===== src/rtl/load_pkg.sv =====
`default_nettype none
// ============================================================================
//  Module   : load_pkg
//  Brief    : Shared encodings, exception codes, FSM states and address map
//             for the load unit.
//  Revision : 1.0  initial release
// ============================================================================
package load_pkg;

  // ld_op encodings; values above OP_LBU behave as OP_LW
  localparam logic [2:0] OP_LW  = 3'd0;
  localparam logic [2:0] OP_LH  = 3'd1;
  localparam logic [2:0] OP_LHU = 3'd2;
  localparam logic [2:0] OP_LB  = 3'd3;
  localparam logic [2:0] OP_LBU = 3'd4;

  // CP0 exception codes
  localparam logic [4:0] EXC_ADEL = 5'd4;
  localparam logic [4:0] EXC_DBE  = 5'd7;

  // Address map defaults
  localparam logic [31:0] LD_DM_TOP    = 32'h0000_2FFF;
  localparam logic [31:0] LD_TMR0_BASE = 32'h0000_7F00;
  localparam logic [31:0] LD_TMR1_BASE = 32'h0000_7F10;
  localparam logic [31:0] TMR_SPAN     = 32'd12;

  // Bus wait limit for the optional timeout
  localparam int TIMEOUT_CYCLES = 16;

  typedef enum logic [2:0] {
    S_IDLE  = 3'd0,
    S_REQ   = 3'd1,
    S_DONE  = 3'd2,
    S_EXC   = 3'd3,
    S_DRAIN = 3'd4
  } state_t;

  // Fold reserved opcodes onto LW
  function automatic logic [2:0] norm_op(input logic [2:0] op);
    return (op > OP_LBU) ? OP_LW : op;
  endfunction

endpackage
`default_nettype wire


===== src/rtl/load_extend.sv =====
`default_nettype none
// ============================================================================
//  Module   : load_extend
//  Brief    : Combinational byte/half selection and sign/zero extension of a
//             read word according to the load opcode and low address bits.
//  Revision : 1.0  initial release
// ============================================================================
module load_extend
  import load_pkg::*;
(
  input  logic [31:0] word,
  input  logic [1:0]  sel,
  input  logic [2:0]  op,
  output logic [31:0] data
);

  logic [15:0] w_half;
  logic [7:0]  w_byte;

  // Pick the addressed half/byte lane, then extend per opcode
  always_comb begin
    w_half = sel[1] ? word[31:16] : word[15:0];
    case (sel)
      2'd0:    w_byte = word[7:0];
      2'd1:    w_byte = word[15:8];
      2'd2:    w_byte = word[23:16];
      default: w_byte = word[31:24];
    endcase
    case (op)
      OP_LH:   data = {{16{w_half[15]}}, w_half};
      OP_LHU:  data = {16'h0000, w_half};
      OP_LB:   data = {{24{w_byte[7]}}, w_byte};
      OP_LBU:  data = {24'h00_0000, w_byte};
      default: data = word;
    endcase
  end

endmodule
`default_nettype wire


===== src/rtl/load_unit.sv =====
`default_nettype none
// ============================================================================
//  Module   : load_unit
//  Brief    : M-stage load path. Checks alignment and address range, reads a
//             word over a req/ack bus, extends the addressed byte/half and
//             reports AdEL/DBE to CP0. Stalls the pipeline while busy.
//  Options  : LOAD_TIMEOUT_EN - raise DBE when the bus does not acknowledge
//             within TIMEOUT_CYCLES cycles of REQ.
//  Revision : 1.0  initial release
// ============================================================================
module load_unit
  import load_pkg::*;
#(
  parameter logic [31:0] DM_TOP    = LD_DM_TOP,
  parameter logic [31:0] TMR0_BASE = LD_TMR0_BASE,
  parameter logic [31:0] TMR1_BASE = LD_TMR1_BASE
) (
  input  logic        clk,
  input  logic        reset,
  input  logic        ld_req,
  input  logic [2:0]  ld_op,
  input  logic [31:0] ld_addr,
  input  logic [31:0] ld_pc,
  input  logic        flush,
  output logic        bus_rd_req,
  output logic [31:0] bus_addr,
  input  logic        bus_rd_ack,
  input  logic [31:0] bus_rd_data,
  output logic        ld_busy,
  output logic        ld_valid,
  output logic [31:0] ld_data,
  output logic        exc_valid,
  output logic [4:0]  exc_code,
  output logic [31:0] exc_pc,
  output logic [31:0] exc_badvaddr
);

  state_t      r_state;
  logic [2:0]  r_op;
  logic [31:0] r_addr;
  logic [2:0]  w_op;
  logic        w_in_dm;
  logic        w_in_tmr;
  logic        w_misaligned;
  logic        w_adel;
  logic [31:0] w_ext;

`ifdef LOAD_TIMEOUT_EN
  localparam int CNT_W = $clog2(TIMEOUT_CYCLES + 1);
  logic [CNT_W-1:0] r_cnt;
`endif

  assign w_op = norm_op(ld_op);

  // Classify the incoming request: region membership and alignment
  always_comb begin
    w_in_dm  = (ld_addr <= DM_TOP);
    w_in_tmr = ((ld_addr >= TMR0_BASE) && (ld_addr < TMR0_BASE + TMR_SPAN)) ||
               ((ld_addr >= TMR1_BASE) && (ld_addr < TMR1_BASE + TMR_SPAN));
    case (w_op)
      OP_LW:         w_misaligned = |ld_addr[1:0];
      OP_LH, OP_LHU: w_misaligned = ld_addr[0];
      default:       w_misaligned = 1'b0;
    endcase
    // Timer registers are word-only
    w_adel = w_misaligned || (!w_in_dm && !w_in_tmr) || (w_in_tmr && (w_op != OP_LW));
  end

  load_extend u_extend (
    .word (bus_rd_data),
    .sel  (r_addr[1:0]),
    .op   (r_op),
    .data (w_ext)
  );

  // DRAIN keeps the request up so the bus transaction completes cleanly
  assign bus_rd_req = (r_state == S_REQ) || (r_state == S_DRAIN);
  assign bus_addr   = {r_addr[31:2], 2'b00};
  // Combinational so the stall applies in the request cycle itself
  assign ld_busy    = ld_req || (r_state != S_IDLE);
  // A flush landing on the result cycle cancels the pulse
  assign ld_valid   = (r_state == S_DONE) && !flush;
  assign exc_valid  = (r_state == S_EXC) && !flush;

  // Load sequencing FSM with registered result and exception fields
  always_ff @(posedge clk) begin
    if (reset) begin
      r_state      <= S_IDLE;
      r_op         <= OP_LW;
      r_addr       <= 32'h0;
      ld_data      <= 32'h0;
      exc_code     <= 5'd0;
      exc_pc       <= 32'h0;
      exc_badvaddr <= 32'h0;
`ifdef LOAD_TIMEOUT_EN
      r_cnt        <= '0;
`endif
    end else begin
      case (r_state)
        S_IDLE: begin
          if (ld_req && !flush) begin
            r_op         <= w_op;
            r_addr       <= ld_addr;
            // exc_pc/exc_badvaddr double as the pc/address latch
            exc_pc       <= ld_pc;
            exc_badvaddr <= ld_addr;
            if (w_adel) begin
              exc_code <= EXC_ADEL;
              r_state  <= S_EXC;
            end else begin
              r_state  <= S_REQ;
`ifdef LOAD_TIMEOUT_EN
              r_cnt    <= '0;
`endif
            end
          end
        end
        S_REQ: begin
          if (bus_rd_ack) begin
            if (flush) begin
              r_state <= S_IDLE;
            end else begin
              ld_data <= w_ext;
              r_state <= S_DONE;
            end
          end else if (flush) begin
            r_state <= S_DRAIN;
          end
`ifdef LOAD_TIMEOUT_EN
          else if (r_cnt == CNT_W'(TIMEOUT_CYCLES - 1)) begin
            exc_code <= EXC_DBE;
            r_state  <= S_EXC;
          end else begin
            r_cnt <= r_cnt + 1'b1;
          end
`endif
        end
        S_DONE:  r_state <= S_IDLE;
        S_EXC:   r_state <= S_IDLE;
        S_DRAIN: if (bus_rd_ack) r_state <= S_IDLE;
        default: r_state <= S_IDLE;
      endcase
    end
  end

endmodule
`default_nettype wire


===== config.mk =====
export PLATFORM = sky130hd
export DESIGN_NAME = load_unit
export DESIGN_NICKNAME = d
export VERILOG_FILES = /design/src/rtl/load_pkg.sv /design/src/rtl/load_extend.sv /design/src/rtl/load_unit.sv
export SDC_FILE = /design/constraint.sdc
export NUM_CORES = 1
export LEC_CHECK = 0
export ABC_CLOCK_PERIOD_IN_PS = 2650
export CAP_MARGIN = 25
export CORE_MARGIN = 8
export CORE_UTILIZATION = 25
export CTS_BUF_LIST = sky130_fd_sc_hd__clkbuf_8
export DETAILED_ROUTE_END_ITERATION = 6
export PLACE_DENSITY = 0.53
export SYNTH_ARGS = -nofsm -noshare
export SYNTH_HDL_FRONTEND = slang
export SYNTH_HIERARCHICAL = 1
export SYNTH_SLANG_ARGS = --single-unit

===== constraint.sdc =====
create_clock -name clk -period 2.65 [get_ports clk]
set_clock_uncertainty 0.2 [all_clocks]
set_input_delay 0.53 -clock clk [delete_from_list [all_inputs] [get_ports clk]]
set_output_delay 0.53 -clock clk [all_outputs]
set_load 0.02 [all_outputs]

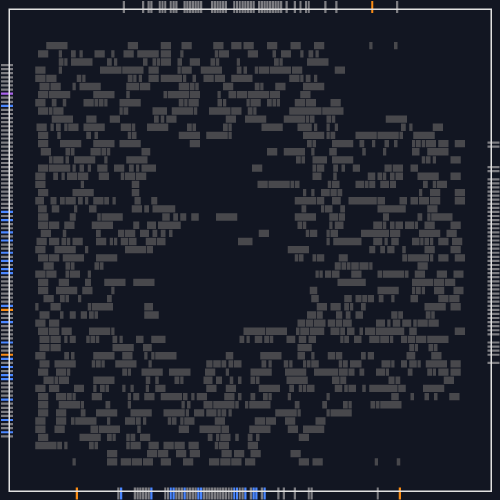
**Above:** ports around the boundary.
Drawn at 3 px/µm. Pins as bars across the die edge, other pins in grey.
[exc_badvaddr] blue | pins: 32 | direction: output | edge: 19 left, 13 bottom
[exc_code] orange | pins: 5 | direction: output | edge: 2 bottom, 2 left, 1 top
[bus_rd_ack] purple | pins: 1 | direction: input | edge: left
port buffer count: 234
die width: 160.1 µm
DIE HEIGHT: 160.1 µm

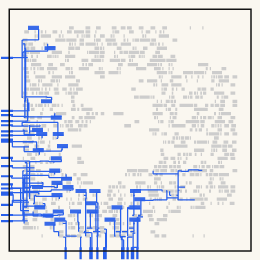
**Above:** nets reached from selected ports.
Drawn at 1.5 px/µm.
[exc_badvaddr] blue | direction: output | edge: 19 left, 13 bottom | end cells: 32 | buffers: 32 | wire: 1650 µm
IO Pins: 241

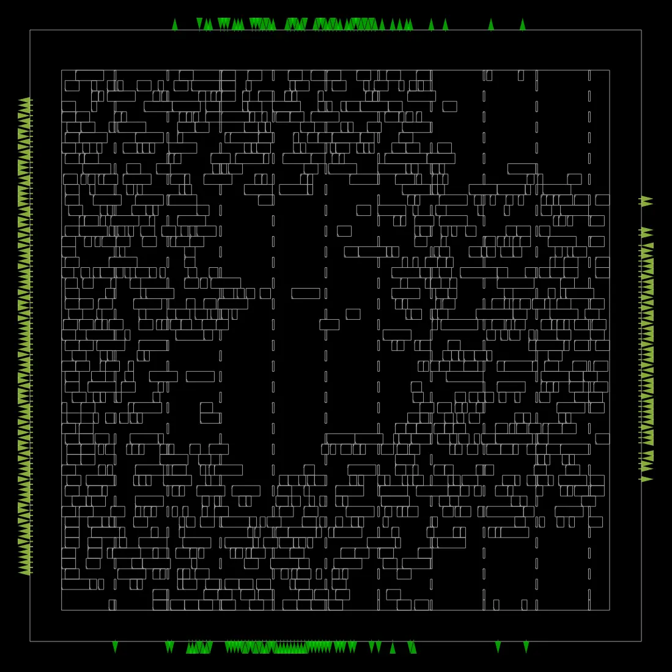
**Above:** placement view.
sequential share of cell area: 26.76%
Seq cells: 103

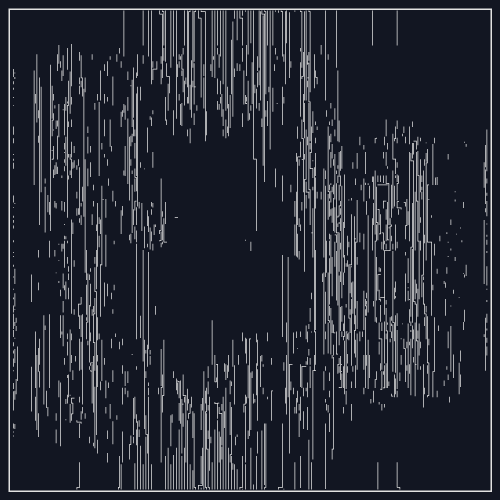
**Above:** metal 2.
Drawn at 3 px/µm.
nets with wire on the layer: 751
wire length on this layer: 8900 µm
via count: 5183
Post-Route WL: 19340 µm

==> run summary <==
Most frequent CP cell -> clkdlybuf4s50_1
Leak -> 2.739 nW
Clock latency on the worst-skew pair -> 0.38 ns
# clock sinks -> 103
First-pass GRT wire length -> 30310 µm
HPWL Detailed -> 14310 µm
Synth cell types -> 48
Worst hold stages -> 2
Worst reg2reg setup slack -> 0.41 ns
Antenna violations before repair -> 0
Hold Slack -> 0.2603 ns
Setup Viol. Count Final -> 0
Full die area -> 25640 µm²
Root buf cell -> clkbuf_8
Antenna Cells -> 0
Placed Cells -> 1110
Comb gate area -> 2582 µm²
GRT Residual Overflow -> 0
Top Metal Used -> met4
Ys cells -> 668
Status -> completed
Vias in the first global route -> 5209
Metal3 WL -> 1635 µm
CP Launch Type -> input pin
DRC viols -> 0
R2R depth -> 6
Buffers and inverters on the worst path -> 2
DRT iter0 DRCs -> 263
Pin count of the biggest net entering global routing -> 52
Num CTS Buffers -> 9
Setup tns final -> 0 ns
Yosys Chip Area -> 5194 µm²
Worst IR drop on VDD -> 0.0002089 V
Top area cell types -> dfxtp_1 40%, nand2_1 16%, a21oi_1 11%
Registers, synthesis -> 103
Crit. End Element -> output port
Proportion of layout cells with a drive suffix above 1 -> 6.425%
Worst slew pin tran -> 0.8816 ns
Max_slew headroom -> 41.23%
Worst min-delay path startpoint -> exc_pc[19]
Global placer's final weighted congestion -> 0.7905
Initial DRT Pass Iterations -> 6
Register area -> 2064 µm²
Crit Reg-Reg Endpoint -> ld_data[16]
RSZ-0062 raised after global routing -> false
H-tree Lvls -> 3
Worst path cell trace -> clkdlybuf4s50_1 > nor2_1 > nand2_1 > clkdlybuf4s50_1
Syn_area_per_cell -> 7.775 µm²
PD cells -> 449.8 nW/µm²
Worst Hold Class -> reg2reg
Synth top cell by count -> nand2_1
Pre-CTS WS -> -0.04842 ns
DR vias/cell -> 4.603
Final nets -> 955
Area leader share -> 39.70%
Hold Fails Final Rpt -> 0
Hold Buf Count CTS -> 0
GRT Total Usage -> 14.71%
Cell Area, Synth -> 5194 µm²
Critical path's largest stage delay -> 0.62 ns
Period utilisation layout -> 93.52%
Seq share, synth -> 39.70%
Routed len/inst -> 17.17 µm
CP max-delay cell -> clkdlybuf4s50_1
FP Rows -> 52
Critical path peak fanout -> 2
Reg2reg start -> r_addr[1]
Fmax -> 403.5 MHz
Max-cap violations -> 0
Core area -> 20300 µm²
Post-synthesis async set-or-reset flop share -> 0%
DRT met1 WL -> 8609 µm
Final WS setup -> 0.1717 ns
Met2 WL -> 8896 µm
Synth warnings -> 6
Worst-path clk slew -> 0.11 ns
[area by class of cell]
| type | instances | share of cell area, % |
|---|---|---|
| Inverter | 5 | 0.2433 |
| Timing Repair Buffer | 253 | 32.51 |
| Sequential cell | 103 | 26.76 |
| Tap cell | 270 | 4.380 |
| Multi-Input combinational cell | 479 | 33.48 |
| Clock inverter | 7 | 1.022 |
| Clock buffer | 9 | 1.606 |
[per-stage QoR]
stage / total power (W) / instance area [µm²] / util, %
floorplan: 0.002074 / 5213 / -
global placement: 0.002454 / 7508 / 36.99
detailed placement: 0.002452 / 7508 / 36.99
CTS: 0.003534 / 7711 / 37.99
global route: 0.003668 / 7714 / 38.00
finish: 0.003470 / 7714 / 38.00
[worst max-delay path by stage]
stage / startpoint / end / slack, ns / cells after the start
after floorplan: r_addr[0] / ld_data[10] / 0.59 / 8
after global placement: bus_rd_data[31] / ld_data[18] / -0.01 / 7
after detailed placement: bus_rd_data[31] / ld_data[16] / -0.05 / 7
after CTS: r_state[0] / bus_rd_req / 0.04 / 3
after global routing: ld_req / ld_busy / 0.08 / 4
final: ld_req / ld_busy / 0.17 / 4
[layer usage]
layer	vias to the layer above	GRT usage (%)
met5	-	0
met3	11	4.807
met4	0	4.078
met1	2398	18.39
li1	2586	-
met2	188	23.75
[state kept, by name, indices dropped and copies added, names as in the netlist]
| name | flops |
|---|---|
| exc_code | 1 |
| exc_pc | 32 |
| ld_data | 32 |
| r_addr | 32 |
| r_op | 3 |
| r_state | 3 |
[logic make-up after synthesis]
kind of cell | synth area share [%]
AOI/OAI and AO/OA | 21.85
xor gates and xnor gates | 0.5060
adders and majority gates | 0.1927
buffers and inverters | 11.06
DFF | 39.70
muxes | 4.385
other | 0.07220
and+or+nand+nor | 22.24
[timing repair]
item | in CTS | in global routing
buffers inserted | 0 | 0
resized | 4 | 1
cloned | 0 | 0
setup endpoints to repair | 3 | 1
[power by group]
group / switching [W] / total, W / internal [W]
Combinational: 0.000378 / 0.000764 / 0.000386
Sequential: 0.0000443 / 0.00165 / 0.00160
Clock: 0.000608 / 0.00106 / 0.000450
Total: 0.00103 / 0.00347 / 0.00244
[placed cells by master, fill, tap and decap left out, types with 6 or more instances in the layout]
cell             synthesis  routed
a21o_1                  16      16
a21oi_1                116     116
a21oi_2                  7       7
a22o_1                  13      13
a22oi_1                  8       8
buf_4                   42      18
clkbuf_8                 0       9
clkdlybuf4s50_1          0     230
conb_1                   1       6
dfxtp_1                103     101
inv_1                    5       6
mux4_1                   7       7
nand2_1                215     215
nor2_1                   6       6
nor2b_1                 15      15
nor4_1                   6       6
o211ai_1                11      11
o21ai_0                  7       7
[worst register-to-register path: cells and delay by family (launching register included)]
family / cells / cell delay (ns)
and+or+nand+nor: 1 / 0.05
muxes: 1 / 0.31
DFF: 1 / 0.62
AOI/OAI and AO/OA: 3 / 0.94
buffers and inverters: 1 / 0.05
Power and IR drop assume default switching activity.
